`config.mk`:
```
export PLATFORM = sky130hd
export DESIGN_NAME = mux_arbiter_flat
export DESIGN_NICKNAME = d
export VERILOG_FILES = /design/src/rtl/mux_arbiter_pkg.sv /design/src/rtl/mux_arbiter_if.sv /design/src/rtl/mux_arbiter_mux.sv /design/src/rtl/mux_arbiter.sv /design/src/flat_wrapper.sv
export SDC_FILE = /design/constraint.sdc
export NUM_CORES = 1
export LEC_CHECK = 0
export ABC_AREA = 1
export ABC_CLOCK_PERIOD_IN_PS = 2100
export CAP_MARGIN = 20
export CORE_ASPECT_RATIO = 1.25
export CORE_MARGIN = 8
export CORE_UTILIZATION = 37
export CTS_CLUSTER_SIZE = 16
export DETAILED_ROUTE_END_ITERATION = 6
export PLACE_DENSITY_LB_ADDON = 0.05
export SYNTH_ARGS = -nofsm -noshare
export SYNTH_HDL_FRONTEND = slang
export SYNTH_SLANG_ARGS = --single-unit
```
`constraint.sdc`:
```
create_clock -name clk -period 2.1 [get_ports clk]
set_input_delay 0.315 -clock clk [delete_from_list [all_inputs] [get_ports clk]]
set_output_delay 0.315 -clock clk [all_outputs]
set_load 0.01 [all_outputs]
```
`src/rtl/mux_arbiter_pkg.sv`:
```
// Shared encodings for the two-requester capture arbiter: FSM states,
// source identifiers and the default datapath width.
package mux_arbiter_pkg;

  localparam int DEFAULT_WIDTH = 32;

  typedef enum logic {
    EMPTY = 1'b0,
    FULL  = 1'b1
  } state_t;

  localparam logic SRC_A = 1'b0;
  localparam logic SRC_B = 1'b1;

endpackage

```
`src/rtl/mux_arbiter_if.sv`:
```
// Bundle of the two requester ports and the output port of mux_arbiter.
interface mux_arbiter_if
  import mux_arbiter_pkg::*;
#(
  parameter int WIDTH = DEFAULT_WIDTH
);

  logic             req_a;
  logic [WIDTH-1:0] data_a;
  logic             gnt_a;
  logic             req_b;
  logic [WIDTH-1:0] data_b;
  logic             gnt_b;
  logic             out_valid;
  logic [WIDTH-1:0] out_data;
  logic             out_src;
  logic             out_ready;

  // Handshakes: a requester holds req_x and data_x until the cycle gnt_x is
  // high, and the word is captured at that edge. A word on the output moves
  // only at an edge where out_valid and out_ready are both high.
  modport master (
    output req_a, data_a, req_b, data_b, out_ready,
    input  gnt_a, gnt_b, out_valid, out_data, out_src
  );

  modport slave (
    input  req_a, data_a, req_b, data_b, out_ready,
    output gnt_a, gnt_b, out_valid, out_data, out_src
  );

endinterface

```
`src/rtl/mux_arbiter_mux.sv`:
```
// Plain two-way word selector: sel=0 passes inA, sel=1 passes inB.
module WideMux2x1
  import mux_arbiter_pkg::*;
#(
  parameter int WIDTH = DEFAULT_WIDTH
) (
  input  logic             sel,
  input  logic [WIDTH-1:0] inA,
  input  logic [WIDTH-1:0] inB,
  output logic [WIDTH-1:0] muxOut
);

  assign muxOut = sel ? inB : inA;

endmodule

```
`src/rtl/mux_arbiter.sv`:
```
// Two-requester arbiter feeding a single-entry output register; ties
// alternate between A and B, and a full register can drain and refill in one cycle.
module mux_arbiter
  import mux_arbiter_pkg::*;
#(
  parameter int WIDTH = DEFAULT_WIDTH
) (
  input  logic          clk,
  input  logic          reset,
  mux_arbiter_if.slave  bus,
  output state_t        dbgState
);

  state_t           state;
  logic [WIDTH-1:0] outData;
  logic             outSrc;
  logic             lastSrc;
  logic             captureSlot;
  logic             grantA;
  logic             grantB;
  logic [WIDTH-1:0] muxOut;

  // out_ready only opens the slot; it never picks the winner.
  always_comb begin
    captureSlot = 1'b0;
    grantA      = 1'b0;
    grantB      = 1'b0;
    if (!reset) begin
      captureSlot = (state == EMPTY) || bus.out_ready;
    end
    if (captureSlot) begin
      if (bus.req_a && bus.req_b) begin
        grantA = (lastSrc == SRC_B);
        grantB = (lastSrc == SRC_A);
      end else begin
        grantA = bus.req_a;
        grantB = bus.req_b;
      end
    end
  end

  WideMux2x1 #(.WIDTH(WIDTH)) uSelect (
    .sel    (grantB),
    .inA    (bus.data_a),
    .inB    (bus.data_b),
    .muxOut (muxOut)
  );

  always_ff @(posedge clk) begin
    if (reset) begin
      state   <= EMPTY;
      outData <= '0;
      outSrc  <= SRC_A;
      lastSrc <= SRC_B;
    end else if (grantA || grantB) begin
      state   <= FULL;
      outData <= muxOut;
      outSrc  <= grantB ? SRC_B : SRC_A;
      lastSrc <= grantB ? SRC_B : SRC_A;
    end else if (captureSlot) begin
      // Slot with no winner: the held word (if any) was drained.
      state <= EMPTY;
    end
  end

  assign bus.gnt_a     = grantA;
  assign bus.gnt_b     = grantB;
  assign bus.out_valid = (state == FULL);
  assign bus.out_data  = outData;
  assign bus.out_src   = outSrc;
  assign dbgState      = state;

endmodule

```
`src/flat_wrapper.sv`:
```
// flat-port wrapper written by rule: the top's interface ports become plain ports
module mux_arbiter_flat import mux_arbiter_pkg::*;
#(
  parameter int WIDTH = DEFAULT_WIDTH
)
  (clk, reset, dbgState, bus_req_a, bus_data_a, bus_req_b, bus_data_b, bus_out_ready, bus_gnt_a, bus_gnt_b, bus_out_valid, bus_out_data, bus_out_src);
  mux_arbiter_if #(.WIDTH(WIDTH)) bus_i ();
  input  logic clk;
  input  logic reset;
  output state_t dbgState;
  input wire logic [$bits(bus_i.req_a)-1:0] bus_req_a;
  input wire logic [$bits(bus_i.data_a)-1:0] bus_data_a;
  input wire logic [$bits(bus_i.req_b)-1:0] bus_req_b;
  input wire logic [$bits(bus_i.data_b)-1:0] bus_data_b;
  input wire logic [$bits(bus_i.out_ready)-1:0] bus_out_ready;
  output wire logic [$bits(bus_i.gnt_a)-1:0] bus_gnt_a;
  output wire logic [$bits(bus_i.gnt_b)-1:0] bus_gnt_b;
  output wire logic [$bits(bus_i.out_valid)-1:0] bus_out_valid;
  output wire logic [$bits(bus_i.out_data)-1:0] bus_out_data;
  output wire logic [$bits(bus_i.out_src)-1:0] bus_out_src;
  assign bus_i.req_a = bus_req_a;
  assign bus_i.data_a = bus_data_a;
  assign bus_i.req_b = bus_req_b;
  assign bus_i.data_b = bus_data_b;
  assign bus_i.out_ready = bus_out_ready;
  assign bus_gnt_a = bus_i.gnt_a;
  assign bus_gnt_b = bus_i.gnt_b;
  assign bus_out_valid = bus_i.out_valid;
  assign bus_out_data = bus_i.out_data;
  assign bus_out_src = bus_i.out_src;
  mux_arbiter #(.WIDTH(WIDTH)) u_core (.clk(clk), .reset(reset), .bus(bus_i), .dbgState(dbgState));
endmodule
```
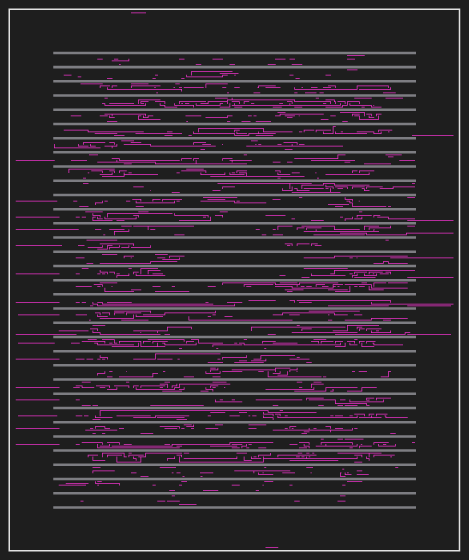
m1.png
Supply wires on this layer in grey.
The wires run mostly horizontal. The layer carries 2750 um of wire.
Vias: 2365
Detailed Route WL: 6.50 mm
grt met1 use: 16.2%

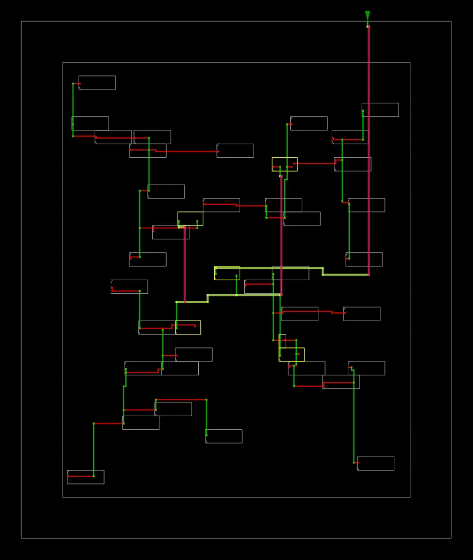
clock_nets.png
clk_skew: 4.43 ps
clock sinks: 35
P_clk: 452 uW
clk latency late pin: 280 ps
TritonCTS buffer count: 5

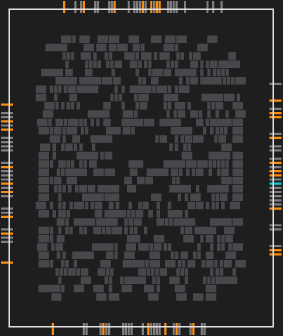
pinout.png
Pins as bars across the die edge, other pins in grey.
`bus_data_b`: drawn in orange, pins 32, direction input, edge 10 right, 9 left, 7 top, 6 bottom. `bus_out_valid`: drawn in cyan, pins 1, direction output, edge right.
All pins by edge: 27 top, 27 left, 27 right, 25 bottom.

==> job_summary.md <==
## Implementation flow summary

| Metric | Value |
|---|---|
| Status | `finished, final reports clean` |
| Worst-path clk slew | `about 70 ps` |
| Vias in the first global route | `between 2000 and 2500` |
| Seq share, synth | `31.0%` |
| Count of library flops with an enable pin | `0` |
| Asr flop ratio synth | `0%` |
| Syn. warnings | `0` |
| CTS H-Tree Depth | `2` |
| Post-Syn Nets | `437` |
| Top-Level Pins | `106` |
| Peak supply drop | `0.283 mV` |
| Critical path fanouts, max | `3` |
| Cell count along the critical path | `6` |
| Yosys Instances | `about 370` |
| Syn avg cell area | `6.15 sq um` |
| Hold Path Class | `register to register` |
| R2R depth | `7` |
| Core box area | `0.00605 sq mm` |
| Pwr Density | `531 mW/mm^2` |
| Post-synthesis cell type count | `16` |
| Worst path bufs/invs | `4` |
| Syn Std Cell Area | `0.00226 sq mm` |
| Fp_density | `approximately 37%` |
| P&R area growth vs syn | `52.8%` |
| Slew margin rel. | `76.1%` |
| CP Class | `primary input to output pin` |
| Initial antenna violation count | `0` |
| Share of layout cells above drive strength 1 | `3.86%` |
[report_power, final]
| group | switching (uW) | internal (uW) |
|---|---|---|
| Clock | 230 | 221 |
| Combinational | 269 | 356 |
| Sequential | 28.9 | 729 |
| Total | 529 | 1310 |
[sequential cells by signal, indices dropped and copies added, names as in the netlist]
register and count:
u_core.lastSrc 1, u_core.bus.out_valid 1, u_core.bus.out_data 32, u_core.bus.out_src 1
[through the flow]
step	instances	utilization, %	worst slack, ps	hold WS (ps)
after floorplan	368	-	779	384
after global placement	545	56.0	110	456
after detailed placement	545	56.0	103	459
after CTS	551	57.2	101	469
after global routing	551	57.2	10.9	484
final	551	57.2	98.2	466
[kinds of logic after synthesis]
group	Yosys count	share of synthesized area [%]
compound gates	36	11.7
simple gates	204	39.7
buf+inv	93	17.6
flops	35	31.0
[how the worst min path moves through the flow]
stage,startpoint,cells after the start,to,slack [ps]
floorplan,reset,1,u_core.bus.out_valid,380
global placement,u_core.bus.out_src,2,u_core.bus.out_src,460
detailed placement,u_core.bus.out_src,2,u_core.bus.out_src,460
CTS,u_core.bus.out_src,2,u_core.bus.out_src,470
global route,u_core.bus.out_src,2,u_core.bus.out_src,480
finish,u_core.bus.out_src,2,u_core.bus.out_src,470
[cell type report]
class | count | area, sq um
fillers | 607 | 2590
well taps | 85 | 106
multi-input cells | 240 | 1160
clock buffers | 6 | 72.6
inverters | 70 | 263
flip-flops and latches | 35 | 701
repair buffers | 115 | 1150
[cell usage in the layout (no fill, tap or decap), types with 2 or more instances in the layout]
cell / n
nand2_1: 73
nand3_1: 2
o21bai_1: 32
clkbuf_8: 5
buf_12: 2
buf_4: 8
clkdlybuf4s50_1: 105
nor2_1: 96
dfxtp_1: 35
nand3b_1: 32
a21oi_1: 2
inv_1: 69
[routing by layer]
layer	part of all wire (%)	track usage, %	up-vias
li1	-	-	1281
met1	42	16.2	1010
met2	48	25.5	68
met3	7.8	4.66	6
met4	1.4	5.68	0
met5	0	0	-
[worst register-to-register path: cells and delay by family, from the launching register on]
| kind | cells | cell delay (ps) |
|---|---|---|
| flops | 1 | 350 |
| simple gates | 5 | 490 |
| compound gates | 1 | 200 |
| buf+inv | 1 | 190 |
Power is estimated from default activity; no workload was simulated.
